<file path="src/rtl/rtc_pkg.sv">
// Shared types and constants for the RTC multiplexed-bus transaction engine.
package rtc_pkg;

  typedef enum logic [3:0] {
    StReposo,
    StDirSetup,
    StDirPulso,
    StDirHold,
    StEspera,
    StDatSetup,
    StDatPulso,
    StDatHold,
    StFin
  } rtc_state_e;

  localparam int unsigned TShDef    = 1;
  localparam int unsigned TPulsoDef = 4;
  localparam int unsigned TGapDef   = 2;

  localparam logic StrobeIdle = 1'b1;

  function automatic int unsigned max3(int unsigned a, int unsigned b, int unsigned c);
    int unsigned m;
    m = (a > b) ? a : b;
    return (m > c) ? m : c;
  endfunction

endpackage

</file>
<file path="src/rtl/rtc_bus_ctrl_if.sv">
// Request side (sequencer) and RTC bus side signals of the transaction engine.
interface rtc_bus_ctrl_if;
  logic       activa;
  logic       w;
  logic [7:0] dir;
  logic [7:0] dato_esc;
  logic       fin;
  logic       ocupado;
  logic [7:0] dato_leido;
  logic [7:0] ad_out;
  logic       ad_oe;
  logic [7:0] ad_in;
  logic       cs_n;
  logic       rd_n;
  logic       wr_n;
  logic       a_d;

  modport slave (
    input  activa, w, dir, dato_esc, ad_in,
    output fin, ocupado, dato_leido, ad_out, ad_oe, cs_n, rd_n, wr_n, a_d
  );

  modport master (
    output activa, w, dir, dato_esc, ad_in,
    input  fin, ocupado, dato_leido, ad_out, ad_oe, cs_n, rd_n, wr_n, a_d
  );
endinterface

</file>
<file path="src/rtl/rtc_bus_temporizador.sv">
// Phase down-counter: loads on carga, counts to zero and holds there.
module rtc_bus_temporizador #(
  parameter int unsigned Width = 3
) (
  input  logic             clk_i,
  input  logic             rst_i,
  input  logic             carga_i,
  input  logic [Width-1:0] valor_i,
  output logic             cero_o
);

  logic [Width-1:0] cnt_q;

  always_ff @(posedge clk_i or posedge rst_i) begin
    if (rst_i) begin
      cnt_q <= '0;
    end else if (carga_i) begin
      cnt_q <= valor_i;
    end else if (cnt_q != '0) begin
      cnt_q <= cnt_q - Width'(1);
    end
  end

  assign cero_o = (cnt_q == '0);

endmodule

</file>
<file path="src/rtl/rtc_bus_ctrl.sv">
// One address+data bus cycle on the RTC multiplexed bus per accepted request.
module rtc_bus_ctrl
  import rtc_pkg::*;
#(
  parameter int unsigned T_SH    = TShDef,
  parameter int unsigned T_PULSO = TPulsoDef,
  parameter int unsigned T_GAP   = TGapDef
) (
  input logic            clk,
  input logic            reset,
  rtc_bus_ctrl_if.slave  bus_io
);

  localparam int unsigned MaxDur = max3(T_SH, T_PULSO, T_GAP);
  localparam int unsigned CntW   = (MaxDur > 1) ? $clog2(MaxDur) : 1;

  rtc_state_e      state_q, state_d;
  logic            w_q, w_d;
  logic [7:0]      dir_q, dir_d, dato_q, dato_d;
  logic [7:0]      dato_leido_q, dato_leido_d;
  logic [7:0]      ad_out_q, ad_out_d;
  logic            ad_oe_q, ad_oe_d;
  logic            cs_n_q, cs_n_d, rd_n_q, rd_n_d, wr_n_q, wr_n_d, a_d_q, a_d_d;
  logic            fin_q, fin_d, ocupado_q, ocupado_d;
  logic            carga, cero;
  logic [CntW-1:0] valor;

  function automatic logic [CntW-1:0] dur_m1(rtc_state_e s);
    case (s)
      StDirSetup, StDirHold, StDatSetup, StDatHold: dur_m1 = CntW'(T_SH - 1);
      StDirPulso, StDatPulso:                       dur_m1 = CntW'(T_PULSO - 1);
      StEspera:                                     dur_m1 = CntW'(T_GAP - 1);
      default:                                      dur_m1 = '0;
    endcase
  endfunction

  rtc_bus_temporizador #(
    .Width(CntW)
  ) u_temporizador (
    .clk_i  (clk),
    .rst_i  (reset),
    .carga_i(carga),
    .valor_i(valor),
    .cero_o (cero)
  );

  always_comb begin
    state_d = state_q;
    w_d     = w_q;
    dir_d   = dir_q;
    dato_d  = dato_q;
    unique case (state_q)
      StReposo: begin
        if (bus_io.activa) begin
          state_d = StDirSetup;
          w_d     = bus_io.w;
          dir_d   = bus_io.dir;
          dato_d  = bus_io.dato_esc;
        end
      end
      StDirSetup: if (cero) state_d = StDirPulso;
      StDirPulso: if (cero) state_d = StDirHold;
      StDirHold:  if (cero) state_d = StEspera;
      StEspera:   if (cero) state_d = StDatSetup;
      StDatSetup: if (cero) state_d = StDatPulso;
      StDatPulso: if (cero) state_d = StDatHold;
      StDatHold:  if (cero) state_d = StFin;
      StFin:      state_d = StReposo;
      default:    state_d = StReposo;
    endcase
    // Every state change reloads the counter with the duration of the new state.
    carga = (state_d != state_q);
    valor = dur_m1(state_d);
  end

  // Outputs are decoded from the next state so they leave the flops together with it.
  always_comb begin
    cs_n_d    = StrobeIdle;
    rd_n_d    = StrobeIdle;
    wr_n_d    = StrobeIdle;
    a_d_d     = 1'b1;
    ad_oe_d   = 1'b0;
    ad_out_d  = 8'h00;
    fin_d     = 1'b0;
    ocupado_d = (state_d != StReposo);
    unique case (state_d)
      StDirSetup, StDirPulso, StDirHold: begin
        cs_n_d   = ~StrobeIdle;
        a_d_d    = 1'b0;
        ad_oe_d  = 1'b1;
        ad_out_d = dir_d;
        if (state_d == StDirPulso) wr_n_d = ~StrobeIdle;
      end
      StDatSetup, StDatPulso, StDatHold: begin
        cs_n_d   = ~StrobeIdle;
        ad_oe_d  = w_d;
        ad_out_d = w_d ? dato_d : 8'h00;
        if (state_d == StDatPulso) begin
          if (w_d) wr_n_d = ~StrobeIdle;
          else     rd_n_d = ~StrobeIdle;
        end
      end
      StFin:   fin_d = 1'b1;
      default: ;
    endcase
    dato_leido_d = (state_q == StDatPulso && cero && !w_q) ? bus_io.ad_in : dato_leido_q;
  end

  always_ff @(posedge clk or posedge reset) begin
    if (reset) begin
      state_q      <= StReposo;
      w_q          <= 1'b0;
      dir_q        <= 8'h00;
      dato_q       <= 8'h00;
      dato_leido_q <= 8'h00;
      ad_out_q     <= 8'h00;
      ad_oe_q      <= 1'b0;
      cs_n_q       <= StrobeIdle;
      rd_n_q       <= StrobeIdle;
      wr_n_q       <= StrobeIdle;
      a_d_q        <= 1'b1;
      fin_q        <= 1'b0;
      ocupado_q    <= 1'b0;
    end else begin
      state_q      <= state_d;
      w_q          <= w_d;
      dir_q        <= dir_d;
      dato_q       <= dato_d;
      dato_leido_q <= dato_leido_d;
      ad_out_q     <= ad_out_d;
      ad_oe_q      <= ad_oe_d;
      cs_n_q       <= cs_n_d;
      rd_n_q       <= rd_n_d;
      wr_n_q       <= wr_n_d;
      a_d_q        <= a_d_d;
      fin_q        <= fin_d;
      ocupado_q    <= ocupado_d;
    end
  end

  assign bus_io.fin        = fin_q;
  assign bus_io.ocupado    = ocupado_q;
  assign bus_io.dato_leido = dato_leido_q;
  assign bus_io.ad_out     = ad_out_q;
  assign bus_io.ad_oe      = ad_oe_q;
  assign bus_io.cs_n       = cs_n_q;
  assign bus_io.rd_n       = rd_n_q;
  assign bus_io.wr_n       = wr_n_q;
  assign bus_io.a_d        = a_d_q;

endmodule

</file>
<file path="src/flat_wrapper.sv">
// flat-port wrapper written by rule: the top's interface ports become plain ports
module rtc_bus_ctrl_flat import rtc_pkg::*;
#(
  parameter int unsigned T_SH    = TShDef,
  parameter int unsigned T_PULSO = TPulsoDef,
  parameter int unsigned T_GAP   = TGapDef
)
  (clk, reset, bus_io_activa, bus_io_w, bus_io_dir, bus_io_dato_esc, bus_io_ad_in, bus_io_fin, bus_io_ocupado, bus_io_dato_leido, bus_io_ad_out, bus_io_ad_oe, bus_io_cs_n, bus_io_rd_n, bus_io_wr_n, bus_io_a_d);
  rtc_bus_ctrl_if bus_io_i ();
  input logic clk;
  input logic reset;
  input wire logic [$bits(bus_io_i.activa)-1:0] bus_io_activa;
  input wire logic [$bits(bus_io_i.w)-1:0] bus_io_w;
  input wire logic [$bits(bus_io_i.dir)-1:0] bus_io_dir;
  input wire logic [$bits(bus_io_i.dato_esc)-1:0] bus_io_dato_esc;
  input wire logic [$bits(bus_io_i.ad_in)-1:0] bus_io_ad_in;
  output wire logic [$bits(bus_io_i.fin)-1:0] bus_io_fin;
  output wire logic [$bits(bus_io_i.ocupado)-1:0] bus_io_ocupado;
  output wire logic [$bits(bus_io_i.dato_leido)-1:0] bus_io_dato_leido;
  output wire logic [$bits(bus_io_i.ad_out)-1:0] bus_io_ad_out;
  output wire logic [$bits(bus_io_i.ad_oe)-1:0] bus_io_ad_oe;
  output wire logic [$bits(bus_io_i.cs_n)-1:0] bus_io_cs_n;
  output wire logic [$bits(bus_io_i.rd_n)-1:0] bus_io_rd_n;
  output wire logic [$bits(bus_io_i.wr_n)-1:0] bus_io_wr_n;
  output wire logic [$bits(bus_io_i.a_d)-1:0] bus_io_a_d;
  assign bus_io_i.activa = bus_io_activa;
  assign bus_io_i.w = bus_io_w;
  assign bus_io_i.dir = bus_io_dir;
  assign bus_io_i.dato_esc = bus_io_dato_esc;
  assign bus_io_i.ad_in = bus_io_ad_in;
  assign bus_io_fin = bus_io_i.fin;
  assign bus_io_ocupado = bus_io_i.ocupado;
  assign bus_io_dato_leido = bus_io_i.dato_leido;
  assign bus_io_ad_out = bus_io_i.ad_out;
  assign bus_io_ad_oe = bus_io_i.ad_oe;
  assign bus_io_cs_n = bus_io_i.cs_n;
  assign bus_io_rd_n = bus_io_i.rd_n;
  assign bus_io_wr_n = bus_io_i.wr_n;
  assign bus_io_a_d = bus_io_i.a_d;
  rtc_bus_ctrl #(.T_SH(T_SH), .T_PULSO(T_PULSO), .T_GAP(T_GAP)) u_core (.clk(clk), .reset(reset), .bus_io(bus_io_i));
endmodule
</file>
<file path="config.mk">
export PLATFORM = sky130hd
export DESIGN_NAME = rtc_bus_ctrl_flat
export DESIGN_NICKNAME = d
export VERILOG_FILES = /design/src/rtl/rtc_pkg.sv /design/src/rtl/rtc_bus_ctrl_if.sv /design/src/rtl/rtc_bus_temporizador.sv /design/src/rtl/rtc_bus_ctrl.sv /design/src/flat_wrapper.sv
export SDC_FILE = /design/constraint.sdc
export NUM_CORES = 1
export LEC_CHECK = 0
export CAP_MARGIN = 25
export CORE_ASPECT_RATIO = 1.5
export CORE_MARGIN = 1
export CORE_UTILIZATION = 36
export CTS_CLUSTER_DIAMETER = 50
export DETAILED_ROUTE_END_ITERATION = 10
export GPL_TIMING_DRIVEN = 0
export PLACE_DENSITY = 0.68
export SLEW_MARGIN = 20
export SYNTH_ARGS = -nofsm -noshare
export SYNTH_HDL_FRONTEND = slang
export SYNTH_SLANG_ARGS = --single-unit
</file>
<file path="constraint.sdc">
create_clock -name clk -period 3.6 [get_ports clk]
set_input_delay 0.36 -clock clk [delete_from_list [all_inputs] [get_ports clk]]
set_output_delay 0.36 -clock clk [all_outputs]
set_load 0.005 [all_outputs]
</file>
**Run 1: routing congestion**

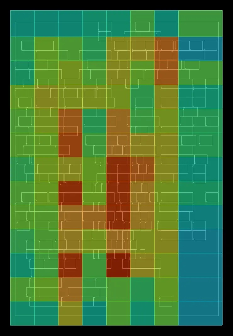
per-cell routed wire length: 14.6 um
Post-Route Utilization: 0.524

**Run 1: zoomed window**

Region (15, 12) to (45, 42) um. Cells in gray, sequential cells in the stronger gray; small squares are vias.
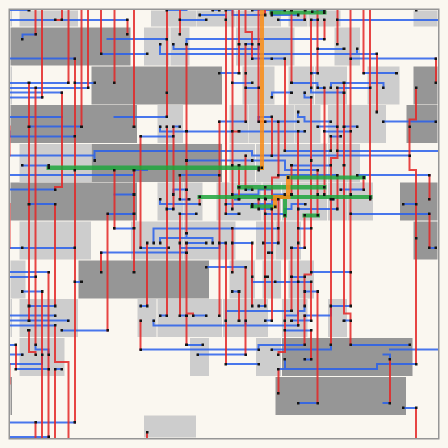
layer	color
M2	red
M1	blue
M3	green
M4	orange
netlist names of flops here include	u_core.dir_q (2), u_core.state_q (2), u_core.u_temporizador.cnt_q (2)
cells with their middle in the window	50
most frequent	dfrtp_1 (8), inv_1 (5)
sequential cells in the window	8

==> flow_metrics.env, run 1 <==
# source this file to load flow results
export IMPL_clock_power_mw=0.340
export IMPL_cts_root_buf="clkbuf_8"
export IMPL_wl_met2_mm=2.09
export IMPL_worst_pin_slew_ns=0.774
export IMPL_place_congestion=0.815
export IMPL_nFillCells=451
export IMPL_power_density_nw_per_um2=833
export IMPL_path_buffers=2
export IMPL_antenna_found_initial=0
export IMPL_post_cts_buffers=0
export IMPL_worst_ep_arrival_time_ns=2.34
export IMPL_chipArea_sq_um=5500
export IMPL_worstPathMaxFanout=10
export IMPL_fin_skew_ns=0.00715
export IMPL_hold_path_class="in2async"
export IMPL_core_util_floorplan=0.380
export IMPL_fp_dieH_um=90.4
export IMPL_die_w_um=60.9
export IMPL_maxPowerGroup="combinational logic"
export IMPL_grt_first_pass_wirelength_mm=6.33
export IMPL_clock_sinks=46
export IMPL_period_used=0.586
export IMPL_cts_made_buffers=5
export IMPL_netlist_instances=136
export IMPL_core_area_sq_um=4930
export IMPL_drive_above_1_share=0.246
export IMPL_post_route_min_period_ns=2.11
export IMPL_path_depth=7
export IMPL_p_sw_mw=0.667
export IMPL_wl_met3_um=225
export IMPL_slowest_delay_ns=0.62
export IMPL_peakVddDrop_v=0.000506
export IMPL_synth_seq_cells=46
export IMPL_routed_top_layer="met4"
export IMPL_grt_most_used_layer="met2"
export IMPL_r2r_setup_slack_ns=1.49
export IMPL_ctsHoldBuffers=0
export IMPL_num_rows=31
export IMPL_fp_nets=165
export IMPL_pre_cts_ws_ns=1.25
export IMPL_p_sw_frac=0.310
export IMPL_crit_path_cell_trace="inv_1 -> ha_1 -> clkbuf_1 -> nand3_1 -> nand3_1 -> a21oi_1 -> a22o_1"
export IMPL_detailed_place_area_sq_um=2480
export IMPL_warnings=26
export IMPL_p_leak_nw=1.13
export IMPL_ys_warn_count=0
export IMPL_clk_pin_slew_worst_paths_ns=0.08
export IMPL_area_growth_synth_to_final_pct=37.8
export IMPL_cts_resized=0
export IMPL_p_seq_frac=0.405
export IMPL_p_int_mw=1.48
export IMPL_nNetsFinal=223
export IMPL_grt_max_degree=27
export IMPL_port_buffers=50
export IMPL_drt_iter0_markers=8
export IMPL_slew_viol_final=0
export IMPL_dpl_hpwl_mm=2.85
export IMPL_clk_path_buf_depth=2
export IMPL_insertion_delay_ns=0.29
export IMPL_use_met3=0.0387
export IMPL_first_pass_iters=4
export IMPL_via_per_inst=4.93
export IMPL_pg_seq_mw=0.872
export IMPL_crit_top_cell="nand3_1"
export IMPL_io_pins=51
export IMPL_syn_cell_area_sq_um=1870
export IMPL_worstRegToRegCells=7
export IMPL_outcome="finished, final reports clean"
export IMPL_grt_ovfl_total=0
export IMPL_p_total_mw=2.15
export IMPL_grt_use_met2=0.281
**Run 1: wiring heat map**

(4 px per um) The die is cut into 12 by 18 equal tiles; white is low, dark blue is high, scaled to the fullest tile. Values are wire area over tile area, all layers added.
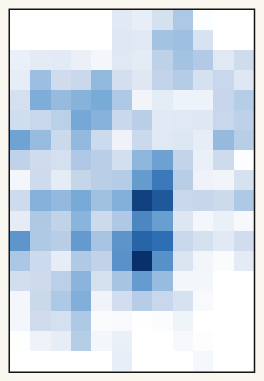
nearly empty tiles	19%
densest ninth of the die	center
mean over tiles	0.11
routed vias: 1288
total track usage: 0.155
final WL: 3.81 mm

**Run 1: selected gate families**

(6 px per um)
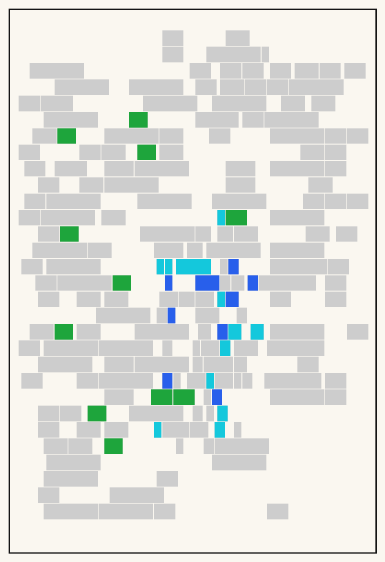
family	color	cells	most used
nand cells	blue	9	nand3_1
nor cells	cyan	12	nor2_1
non-inverting ao/oa cells	green	11	a22o_1
dominant logic cell type in the layout: clkdlybuf4s50_1
logic share of the area: 0.249
Finished Layout Cells: 261

## run 1: flip-flops by register name, summed over array words and instances (netlist names), 2 cells and up
name                         count
u_core.dato_q                    8
u_core.dir_q                     8
u_core.u_temporizador.cnt_q      2
u_core.bus_io.dato_leido         8
u_core.state_q                   4
u_core.bus_io.ad_out             8
## run 1: layout make-up
class,count,area [sq um],share of cell area
clock buffer,7,96.3,0.0373
timing repair buffer,51,520,0.202
clock inverter,1,8.76,0.00339
multi-input combinational,76,642,0.249
inverter,8,31.3,0.0121
sequential,46,1160,0.448
buffer,6,45.0,0.0174
tap,66,82.6,0.0320
## run 1: final timing paths
check	start	to
min in group clk	u_core.dir_q[0]	u_core.dir_q[0]
max in group asynchronous	reset	u_core.bus_io.cs_n
hold reg to reg	u_core.dir_q[0]	u_core.dir_q[0]
setup / recovery	u_core.u_temporizador.cnt_q[0]	u_core.bus_io.ad_out[2]
setup reg to reg	u_core.u_temporizador.cnt_q[0]	u_core.bus_io.ad_out[2]
hold / removal	reset	u_core.bus_io.dato_leido[0]
## run 1: synth_stat cells
master	instances	area, sq um
dfstp_2	4	105
a2111oi_0	1	8.76
and3_4	1	11.3
buf_6	2	22.5
or4_4	1	11.3
a211oi_1	1	7.51
o21ai_0	3	15.0
nor2b_1	2	12.5
a21oi_1	4	20.0
buf_4	2	15.0
nand2_4	1	11.3
nand4_1	1	6.26
or3_1	2	12.5
o211a_1	1	10.0
nor3_4	1	16.3
and2_1	1	6.26
a22o_1	8	70.1
clkinv_2	1	5.00
inv_1	7	26.3
a32o_1	1	10.0
mux2_2	22	248
clkbuf_1	2	7.51
nand3_1	5	25.0
nand2_1	2	7.51
mux2_4	2	30.0
ha_1	1	12.5
o221ai_1	1	8.76
a21bo_2	1	10.0
xor2_1	1	8.76
nor3_1	3	15.0
o31ai_1	1	7.51
dfrtp_1	42	1050
xnor2_1	1	8.76
nor2_1	6	22.5
o311ai_0	1	8.76
## run 1: worst reg2reg max path: stages, from the launching register on
cell	delay, ns
dfrtp_1	0.36
inv_1	0.06
ha_1	0.22
clkbuf_1	0.22
nand3_1	0.19
nand3_1	0.11
a21oi_1	0.62
a22o_1	0.26
## run 1: cell usage in the layout, fill, tap and decap left out, types with 2 or more instances in the layout
master / netlist / final
mux2_2: 22 / 22
clkbuf_8: 0 / 7
nand2_1: 2 / 2
buf_6: 2 / 2
dfrtp_1: 42 / 42
inv_1: 7 / 6
nor2b_1: 2 / 2
or3_1: 2 / 2
a21oi_1: 4 / 4
nor2_1: 6 / 6
buf_4: 2 / 2
dfstp_2: 4 / 4
nor3_1: 3 / 3
a22o_1: 8 / 8
mux2_4: 2 / 2
nand3_1: 5 / 5
clkdlybuf4s50_1: 0 / 50
o21ai_0: 3 / 3
clkbuf_1: 2 / 2
## run 1: kinds of logic (layout without fill, tap and decap cells)
logic type,count (synthesis),in the layout,synth area share
flip-flops,46,46,0.617
AND/OR/NAND/NOR,26,26,0.0841
multiplexers,24,24,0.148
AND-OR/OR-AND,23,23,0.0941
buffers and inverters,14,73,0.0407
XOR/XNOR,2,2,0.00935
adder cells (fa/ha/maj),1,1,0.00667
==> inputs of run 2 (changes only) <==
--- a/config.mk
+++ b/config.mk
@@ -12,7 +12,7 @@
 export CTS_CLUSTER_DIAMETER = 50
 export DETAILED_ROUTE_END_ITERATION = 10
 export GPL_TIMING_DRIVEN = 0
-export PLACE_DENSITY = 0.68
+export PLACE_DENSITY = 0.7
 export SLEW_MARGIN = 20
 export SYNTH_ARGS = -nofsm -noshare
 export SYNTH_HDL_FRONTEND = slang
==> constraint.sdc (replaced) <==
create_clock -name clk -period 1.7 [get_ports clk]
set_input_delay 0.17 -clock clk [delete_from_list [all_inputs] [get_ports clk]]
set_output_delay 0.17 -clock clk [all_outputs]
set_load 0.005 [all_outputs]
**Run 2: routing congestion**

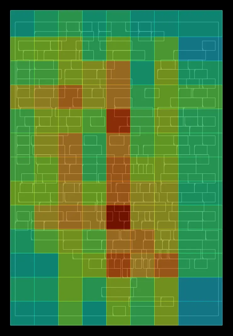
per-cell routed wire length: 13.2 um
met1 usage: 0.171
met2 Use GR: 0.243

==> run 2 against run 1 <==
Net effect:
- combinational power increased by 120%
- synthesized cell count stayed put
- clock skew is essentially flat
- global-route usage fell by 0.80 points
- wire length down 8.5%
- largest cell class unchanged
- cell count up 0.77%
- largest power group unchanged
- critical path depth decreased by 2
- via count fell by 0.16%
==> flow_metrics.env, run 2 <==
# source this file to load flow results
export IMPL_cts_made_buffers=5
export IMPL_grt_usage=0.147
export IMPL_layout_top_cell="clkdlybuf4s50_1"
export IMPL_crit_path_cell_trace="buf_4 -> and3_4 -> or4_4 -> inv_6 -> a22o_1"
export IMPL_detailed_place_area_sq_um=2480
export IMPL_wl_met3_um=250
export IMPL_outcome="finished, final reports clean"
export IMPL_via_per_inst=4.89
export IMPL_place_congestion=0.785
export IMPL_p_leak_nw=1.16
export IMPL_fp_nets=165
export IMPL_port_buffers=50
export IMPL_vias=1286
export IMPL_netlist_instances=136
export IMPL_synth_cell_type_count=35
export IMPL_grt_first_pass_wirelength_mm=6.07
export IMPL_first_pass_iters=4
export IMPL_worstPathMaxFanout=10
export IMPL_antenna_found_initial=0
export IMPL_insertion_delay_ns=0.30
export IMPL_critPathKind="reg2reg"
export IMPL_rsz0062_at_grt="no"
export IMPL_post_route_min_period_ns=1.65
export IMPL_wl_met2_mm=1.77
export IMPL_clk_path_buf_depth=2
export IMPL_power_density_nw_per_um2=1820
export IMPL_cts_root_buf="clkbuf_8"
export IMPL_clock_sinks=46
export IMPL_chipArea_sq_um=5500
export IMPL_synthFlopType="dfrtp_1"
export IMPL_drive_above_1_share=0.294
export IMPL_fp_dieH_um=90.4
export IMPL_period_used=0.972
export IMPL_synth_top_cell_by_area="dfrtp_1"
export IMPL_core_area_sq_um=4930
export IMPL_synth_seq_cells=46
export IMPL_nNetsFinal=225
export IMPL_path_buffers=2
export IMPL_finalSetupViolCount=0
export IMPL_topCellsByArea="dfrtp_1, mux2_2, dfstp_2"
export IMPL_drt_total_wl_mm=3.48
export IMPL_slowest_delay_ns=0.56
export IMPL_syn_cell_area_sq_um=1870
export IMPL_cp_startpoint="u_core.state_q[0]"
export IMPL_routed_top_layer="met4"
export IMPL_dpl_hpwl_mm=2.45
export IMPL_io_pins=51
export IMPL_slew_viol_final=0
export IMPL_ys_warn_count=0
export IMPL_netlist_top_cells_count="dfrtp_1, mux2_2, a22o_1"
export IMPL_ctsHoldBuffers=0
export IMPL_synth_most_common_cell="dfrtp_1"
export IMPL_hold_path_class="in2async"
export IMPL_drt_iter0_markers=34
export IMPL_worst_pin_slew_ns=0.457
export IMPL_peakVddDrop_v=0.000739
export IMPL_synth_edff_count=0
export IMPL_clk_pin_slew_worst_paths_ns=0.08
export IMPL_grt_ovfl_total=0
export IMPL_worst_ep_arrival_time_ns=1.89
export IMPL_warnings=26
export IMPL_r2r_start="u_core.state_q[0]"
export IMPL_async_reset_ff_frac=1.00
export IMPL_fin_skew_ns=0.00753
export IMPL_die_w_um=60.9
export IMPL_synth_top_area_share=0.561
export IMPL_num_rows=31
export IMPL_core_util_floorplan=0.380
export IMPL_grt_max_degree=28
export IMPL_area_growth_synth_to_final_pct=42.9
export IMPL_final_cell_mix="clkdlybuf4s50_1, dfrtp_1, mux2_2"
==> run 2: cell counts after synthesis <==
No cell type changed its count.
==> run 2: area by class of cell <==
class	instances	area [sq um]
Fill cell	443	2250
Timing Repair Buffer	53	536
Clock buffer	6	82.6
Multi-Input combinational cell	76	678
Tap cell	66	82.6
Sequential cell	46	1160
Clock inverter	2	60.1
Buffer	6	48.8
Inverter	8	35.0
==> run 2: where the power goes <==
group	switching (mW)	internal (mW)	leakage [nW]	total, mW
clock	0.352	0.627	0.0714	0.979
combinational	0.887	1.19	0.541	2.08
sequential	0.199	1.63	0.550	1.83
==> run 2: path summary, 6_finish.rpt <==
kind | to | slack (ns) | cells past startpoint
max reg2reg | u_core.bus_io.ad_out[1] | 0.05 | 5
max | u_core.bus_io.ad_out[1] | 0.05 | 5
min in group clk | u_core.dato_q[0] | 0.48 | 2
min reg2reg | u_core.dir_q[1] | 0.50 | 1
min | u_core.dir_q[1] | 0.19 | 2
max in group asynchronous | u_core.bus_io.cs_n | 0.96 | 3
==> run 2: cells by family after synthesis <==
kind of cell,Yosys count,share of synthesized area
fa+ha+maj,1,0.00667
simple gates,26,0.0841
mux,24,0.148
buf+inv,14,0.0407
flops,46,0.617
xor+xnor,2,0.00935
compound gates,23,0.0941
==> run 2: timing repair <==
item,in CTS,in global routing
gates resized,6,8
endpoints found under the hold margin,0,0
pin swaps,3,6
setup buffers,2,0
gates cloned,0,0
setup endpoints to repair,18,10
==> run 2: worst register-to-register path: stages (launching register included) <==
cell and delay (ns):
dfrtp_1 0.41, buf_4 0.18, and3_4 0.20, or4_4 0.56, inv_6 0.12, a22o_1 0.13
==> run 2: per-stage QoR <==
stage | util | total power, mW | std cells | setup slack (ns)
after global routing | 0.544 | 5.23 | 263 | 0.00228
final | 0.544 | 4.89 | 263 | 0.0472
after CTS | 0.539 | 4.89 | 263 | 0.00516
after global placement | 0.499 | 3.77 | 252 | -0.438
after detailed placement | 0.503 | 3.82 | 253 | -0.425
after floorplan | - | 3.03 | 136 | 0.0598
==> run 2: per-layer routing <==
| metal | GRT usage | vias up |
|---|---|---|
| met4 | 0.0455 | 0 |
| met5 | 0 | - |
| li1 | - | 606 |
| met1 | 0.171 | 628 |
| met3 | 0.0544 | 5 |
| met2 | 0.243 | 47 |
No activity file was given, so power comes from the tool's default toggle rates.
